File: src/rtl/qdrc_pkg.sv
// Shared types and constants for the QDR request arbiter and its tag FIFO.
package qdrc_pkg;

  typedef logic [0:0] arb_state_t;
  localparam logic [0:0] WAIT_RDY = 1'b0;
  localparam logic [0:0] RUN      = 1'b1;

  localparam int QDRC_LATENCY = 11;

  function automatic int user_width(input int data_width);
    return 2 * data_width;
  endfunction

endpackage

File: src/rtl/qdrc_tag_fifo.sv
// First-word-fall-through FIFO holding the tags of reads issued to the controller.
// The head entry is visible on pop_data whenever the FIFO is not empty.
module qdrc_tag_fifo
  import qdrc_pkg::*;
#(
  parameter int DEPTH = 16,
  parameter int WIDTH = 4
) (
  input  logic                     clk,
  input  logic                     reset,
  input  logic                     push,
  input  logic [WIDTH-1:0]         push_data,
  input  logic                     pop,
  output logic [WIDTH-1:0]         pop_data,
  output logic                     empty,
  output logic                     full,
  output logic [$clog2(DEPTH):0]   count
);

  localparam int PW = $clog2(DEPTH);

  logic [WIDTH-1:0] mem [DEPTH];
  logic [PW-1:0]    wr_ptr_reg;
  logic [PW-1:0]    rd_ptr_reg;
  logic [PW:0]      count_reg;
  logic             do_push;
  logic             do_pop;

  assign empty    = (count_reg == '0);
  assign full     = (count_reg == (PW+1)'(DEPTH));
  assign do_push  = push && !full;
  assign do_pop   = pop && !empty;
  assign pop_data = mem[rd_ptr_reg];
  assign count    = count_reg;

  // Storage is left unreset; only pointers and count define which entries are live.
  always_ff @(posedge clk) begin
    if (do_push) mem[wr_ptr_reg] <= push_data;
  end

  always_ff @(posedge clk or posedge reset) begin
    if (reset) begin
      wr_ptr_reg <= '0;
      rd_ptr_reg <= '0;
      count_reg  <= '0;
    end else begin
      if (do_push) wr_ptr_reg <= wr_ptr_reg + 1'b1;
      if (do_pop)  rd_ptr_reg <= rd_ptr_reg + 1'b1;
      case ({do_push, do_pop})
        2'b10:   count_reg <= count_reg + 1'b1;
        2'b01:   count_reg <= count_reg - 1'b1;
        default: count_reg <= count_reg;
      endcase
    end
  end

endmodule

File: src/rtl/qdrc_req_arb.sv
// Write/read request arbiter and read-tag tracker in front of the QDR controller.
// Optional transfer/stall statistics are built when QDRC_REQ_ARB_STATS_EN is defined.
module qdrc_req_arb
  import qdrc_pkg::*;
#(
  parameter int DATA_WIDTH     = 36,
  parameter int ADDR_WIDTH     = 21,
  parameter int TAG_WIDTH      = 4,
  parameter int OUTSTANDING    = 16,
  parameter int WR_BURST_LIMIT = 4
) (
  input  logic                               clk0,
  input  logic                               reset,
  input  logic                               phy_rdy,
  input  logic                               wr_req_valid,
  output logic                               wr_req_ready,
  input  logic [ADDR_WIDTH-1:0]              wr_req_addr,
  input  logic [user_width(DATA_WIDTH)-1:0]  wr_req_data,
  input  logic                               rd_req_valid,
  output logic                               rd_req_ready,
  input  logic [ADDR_WIDTH-1:0]              rd_req_addr,
  input  logic [TAG_WIDTH-1:0]               rd_req_tag,
  output logic                               usr_wr_strb,
  output logic                               usr_rd_strb,
  output logic [ADDR_WIDTH-1:0]              usr_addr,
  output logic [user_width(DATA_WIDTH)-1:0]  usr_wr_data,
  input  logic [user_width(DATA_WIDTH)-1:0]  usr_rd_data,
  input  logic                               usr_rd_dvld,
  output logic                               rd_rsp_valid,
  output logic [user_width(DATA_WIDTH)-1:0]  rd_rsp_data,
  output logic [TAG_WIDTH-1:0]               rd_rsp_tag,
  output logic [$clog2(OUTSTANDING):0]       rd_inflight,
  output logic                               rsp_underflow
`ifdef QDRC_REQ_ARB_STATS_EN
  ,
  output logic [31:0]                        stat_wr_cnt,
  output logic [31:0]                        stat_rd_cnt,
  output logic [31:0]                        stat_stall_cnt
`endif
);

  localparam int SW = $clog2(WR_BURST_LIMIT + 1);

  arb_state_t           state_reg;
  logic [SW-1:0]        streak_reg;
  logic [SW-1:0]        streak_next;
  logic                 run;
  logic                 rd_eligible;
  logic                 at_limit;
  logic                 grant_wr;
  logic                 grant_rd;
  logic                 fifo_empty;
  logic                 fifo_full;
  logic [TAG_WIDTH-1:0] head_tag;
  logic                 rsp_pop;

  // A full FIFO means OUTSTANDING reads are in flight; this uses the registered count.
  assign run         = (state_reg == RUN);
  assign rd_eligible = rd_req_valid && !fifo_full;
  assign at_limit    = (streak_reg == SW'(WR_BURST_LIMIT));
  assign grant_rd    = run && rd_eligible && (!wr_req_valid || at_limit);
  assign grant_wr    = run && wr_req_valid && !grant_rd;

  assign wr_req_ready = grant_wr;
  assign rd_req_ready = grant_rd;
  assign rsp_pop      = usr_rd_dvld && !fifo_empty;

  always_comb begin
    streak_next = streak_reg;
    if (!rd_req_valid || grant_rd)
      streak_next = '0;
    else if (grant_wr && !at_limit)
      streak_next = streak_reg + 1'b1;
  end

  qdrc_tag_fifo #(
    .DEPTH (OUTSTANDING),
    .WIDTH (TAG_WIDTH)
  ) u_tag_fifo (
    .clk       (clk0),
    .reset     (reset),
    .push      (grant_rd),
    .push_data (rd_req_tag),
    .pop       (usr_rd_dvld),
    .pop_data  (head_tag),
    .empty     (fifo_empty),
    .full      (fifo_full),
    .count     (rd_inflight)
  );

  always_ff @(posedge clk0 or posedge reset) begin
    if (reset) begin
      state_reg     <= WAIT_RDY;
      streak_reg    <= '0;
      usr_wr_strb   <= 1'b0;
      usr_rd_strb   <= 1'b0;
      usr_addr      <= '0;
      usr_wr_data   <= '0;
      rd_rsp_valid  <= 1'b0;
      rd_rsp_data   <= '0;
      rd_rsp_tag    <= '0;
      rsp_underflow <= 1'b0;
    end else begin
      state_reg   <= phy_rdy ? RUN : WAIT_RDY;
      streak_reg  <= streak_next;
      usr_wr_strb <= grant_wr;
      usr_rd_strb <= grant_rd;
      if (grant_wr) begin
        usr_addr    <= wr_req_addr;
        usr_wr_data <= wr_req_data;
      end else if (grant_rd) begin
        usr_addr <= rd_req_addr;
      end
      rd_rsp_valid <= rsp_pop;
      if (rsp_pop) begin
        rd_rsp_data <= usr_rd_data;
        rd_rsp_tag  <= head_tag;
      end
      if (usr_rd_dvld && fifo_empty) rsp_underflow <= 1'b1;
    end
  end

`ifdef QDRC_REQ_ARB_STATS_EN
  always_ff @(posedge clk0 or posedge reset) begin
    if (reset) begin
      stat_wr_cnt    <= '0;
      stat_rd_cnt    <= '0;
      stat_stall_cnt <= '0;
    end else begin
      if (grant_wr) stat_wr_cnt <= stat_wr_cnt + 32'd1;
      if (grant_rd) stat_rd_cnt <= stat_rd_cnt + 32'd1;
      if (run && rd_req_valid && !grant_rd) stat_stall_cnt <= stat_stall_cnt + 32'd1;
    end
  end
`endif

endmodule

File: config.mk
export PLATFORM = sky130hd
export DESIGN_NAME = qdrc_req_arb
export DESIGN_NICKNAME = d
export VERILOG_FILES = /design/src/rtl/qdrc_pkg.sv /design/src/rtl/qdrc_tag_fifo.sv /design/src/rtl/qdrc_req_arb.sv
export SDC_FILE = /design/constraint.sdc
export NUM_CORES = 1
export LEC_CHECK = 0
export ABC_AREA = 1
export CAP_MARGIN = 20
export CORE_ASPECT_RATIO = 1.1
export CORE_MARGIN = 1
export CORE_UTILIZATION = 40
export DETAILED_ROUTE_END_ITERATION = 8
export PLACE_DENSITY = 0.78
export SLEW_MARGIN = 20
export SYNTH_ARGS = -nofsm -noshare
export SYNTH_HDL_FRONTEND = slang
export SYNTH_SLANG_ARGS = --single-unit
File: constraint.sdc
create_clock -name clk0 -period 9.7 [get_ports clk0]
set_input_delay 0.97 -clock clk0 [delete_from_list [all_inputs] [get_ports clk0]]
set_output_delay 0.97 -clock clk0 [all_outputs]
set_load 0.03 [all_outputs]
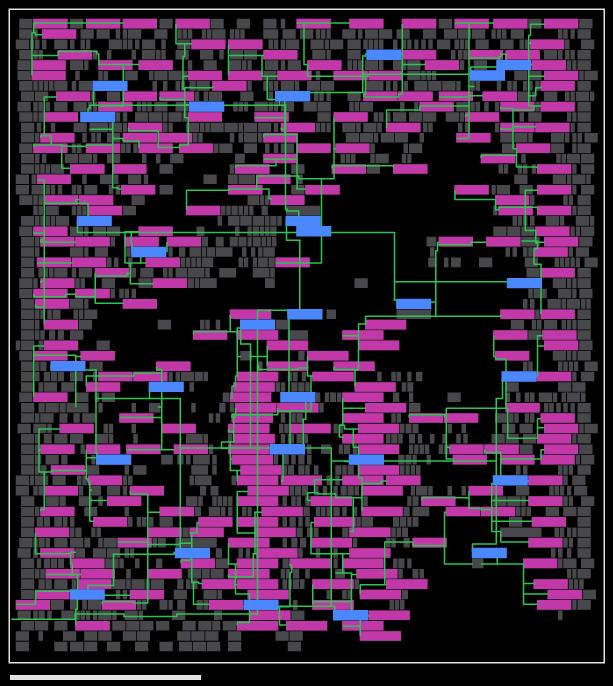
*Clock wires, drivers and flops*
Scale bar: 50 microns.
[flip-flops] magenta | count: 254
[clock wires] green | length: 3170 microns
[cells driving clock nets] blue | count: 28
flops lie: widely spread
routed clock nets: 29
Final Skew: 0.0307 ns
clk pwr: 1.08 mW

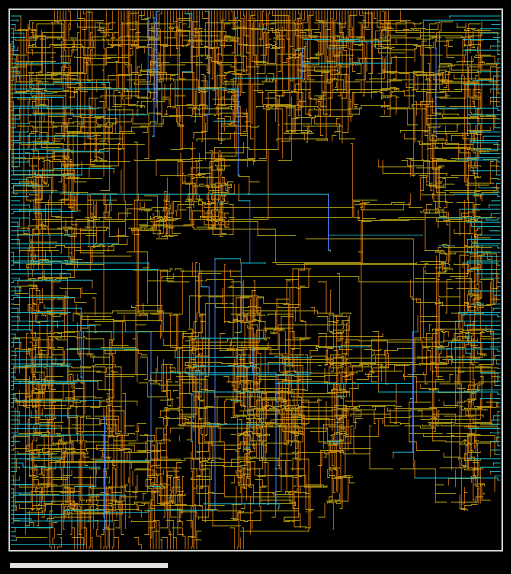
*Metal layers overlaid*
Scale bar: 50 microns.
| layer | colour | wire length |
|---|---|---|
| met3 | cyan | 2810 microns |
| met4 | blue | 696 microns |
| met2 | orange | 14100 microns |
| met1 | yellow | 10900 microns |
DR WL/cell: 15.7 microns
Post-Route WL: 28500 microns

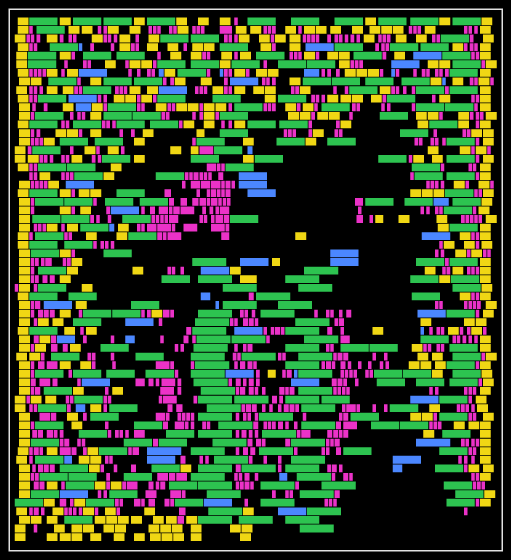
*Placed cells, one colour a class*
| class | colour | cells | share of their area |
|---|---|---|---|
| clock drivers and dummy loads | blue | 52 | 6.5% |
| other buffers and delay cells | yellow | 381 | 26% |
| flip-flops | green | 254 | 45% |
| all other logic | magenta | 788 | 23% |
post-route cell area: 15200 sq um
flop share of the area: 0.438
core area: 25300 sq um
# rows: 61
Final Util: 0.602

==> results.cfg <==
; generated from flow reports
[critical_path]
path_buffers = 3
r2r_cells = 15
rr_endpoint = u_tag_fifo.count[4]
critPathLaunchType = primary input
slowest_stage = clkdlybuf4s50_1
endpoint = rd_req_ready
cp.required_ns = 8.73
slowest_delay_ns = 0.76
r2r_start = streak_reg[0]
critical_path_arrival_ns = 3.32

[yosys]
synthDistinctLibCells = 28
yosysChipArea_sq_um = 10400
ys_sh_aoi = 0.00748
yosys_register_bits = 254
common_cells = nand2_1 (593), dfrtp_1 (190), nand3_1 (83)
yosysWarnings = 0
ff_type = dfrtp_1
synth_area_sq_um = 10400
synth-edff-count = 64
ys_cells = 1095
synth_adder_area_share = 0.0133
ys_sh_mux = 0

[detailed_routing]
met2_length_microns = 14100
ant_nets = 0
initialDrtViolationCount = 412
met3WireLength_microns = 2810
route.detailed.drc = 0
firstDrtPassIters = 5

[floorplanning]
fp_util = 0.409

[clocking]
cts_max_level = 1
insertion_delay_ns = 0.54
cts_tree = built
cts.sinks = 254
clock_path_buffers = 3
cts_hold_buf = 0
cts-buffers-inserted = 28
cts_resized = 0
clkTransAtPathRegs_ns = 0.06

[layout]
nonClkBufAreaFrac = 0.250
clkCellAreaFrac = 0.0629
lay_top_count = nand2_1
dominant_cells = flip-flops and latches
comb-cell-share = 0.214
seq_area_sq_um = 6680
num_antenna_cells = 0
final_cells = 1821
most-common-layout-cells = nand2_1 (592), clkdlybuf4s50_1 (375), dfrtp_1 (190)
seq_cell_count = 254
nonClockInverterCount = 27
nFillCells = 2096

[worst_hold_path]
hold_depth = 2
hold_path_class = reg2reg
holdPathEnd = rd_rsp_data[36]

[pwr]
swShare = 0.361
pwr-share-seq = 0.370
p_comb_frac = 0.347
p_total_mw = 3.83
pg_comb_mw = 1.33
p_leak_nw = 7.05
maxPowerGroup = sequential cells

[global_routing]
grt_overflow = 0
grt_usage = 0.209
grt_start_max_net_pins = 129
grt.busiest_layer = met2
grt_pass1_vias = 8507

[placement]
port_buffers = 375
place_area_sq_um = 14300
dp_hpwl_microns = 19400
dp_worst_setup_slack_ns = 5.43

[final_timing]
slew-limit-headroom = 0.362
worst_slack_ns = 5.41
finalSetupViolCount = 0
finalSetupTns_ns = 0
finalClockPeriodUsage = 0.442

[status]
status = complete, no violations

[job]
warning_count = 33
cap_violations = 0
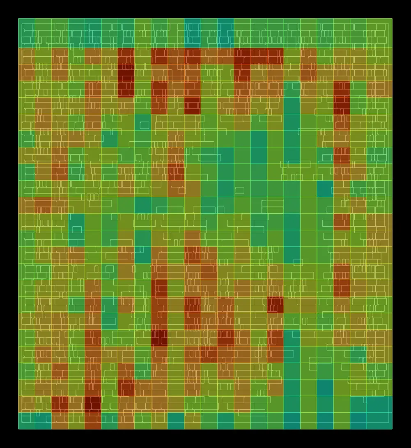
*Track usage over the die*
met3 Usage GRT: 0.0699
met2 GRT Util: 0.368

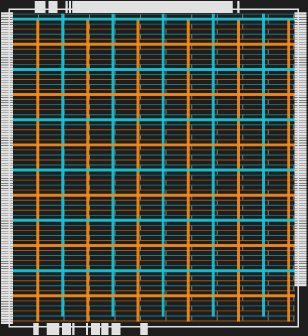
*PDN straps and rails*
Pins as bars on the die edge. Tap cells in grey.
| net | colour |
|---|---|
| VSS | orange |
| VDD | cyan |
signal pins: 376
met4 straps: 11
rows: 61
Die H: 171 microns
die extent in x: 156 microns
IR Drop Worst-Case VDD: 0.161 mV

Power is estimated from default activity; no workload was simulated.
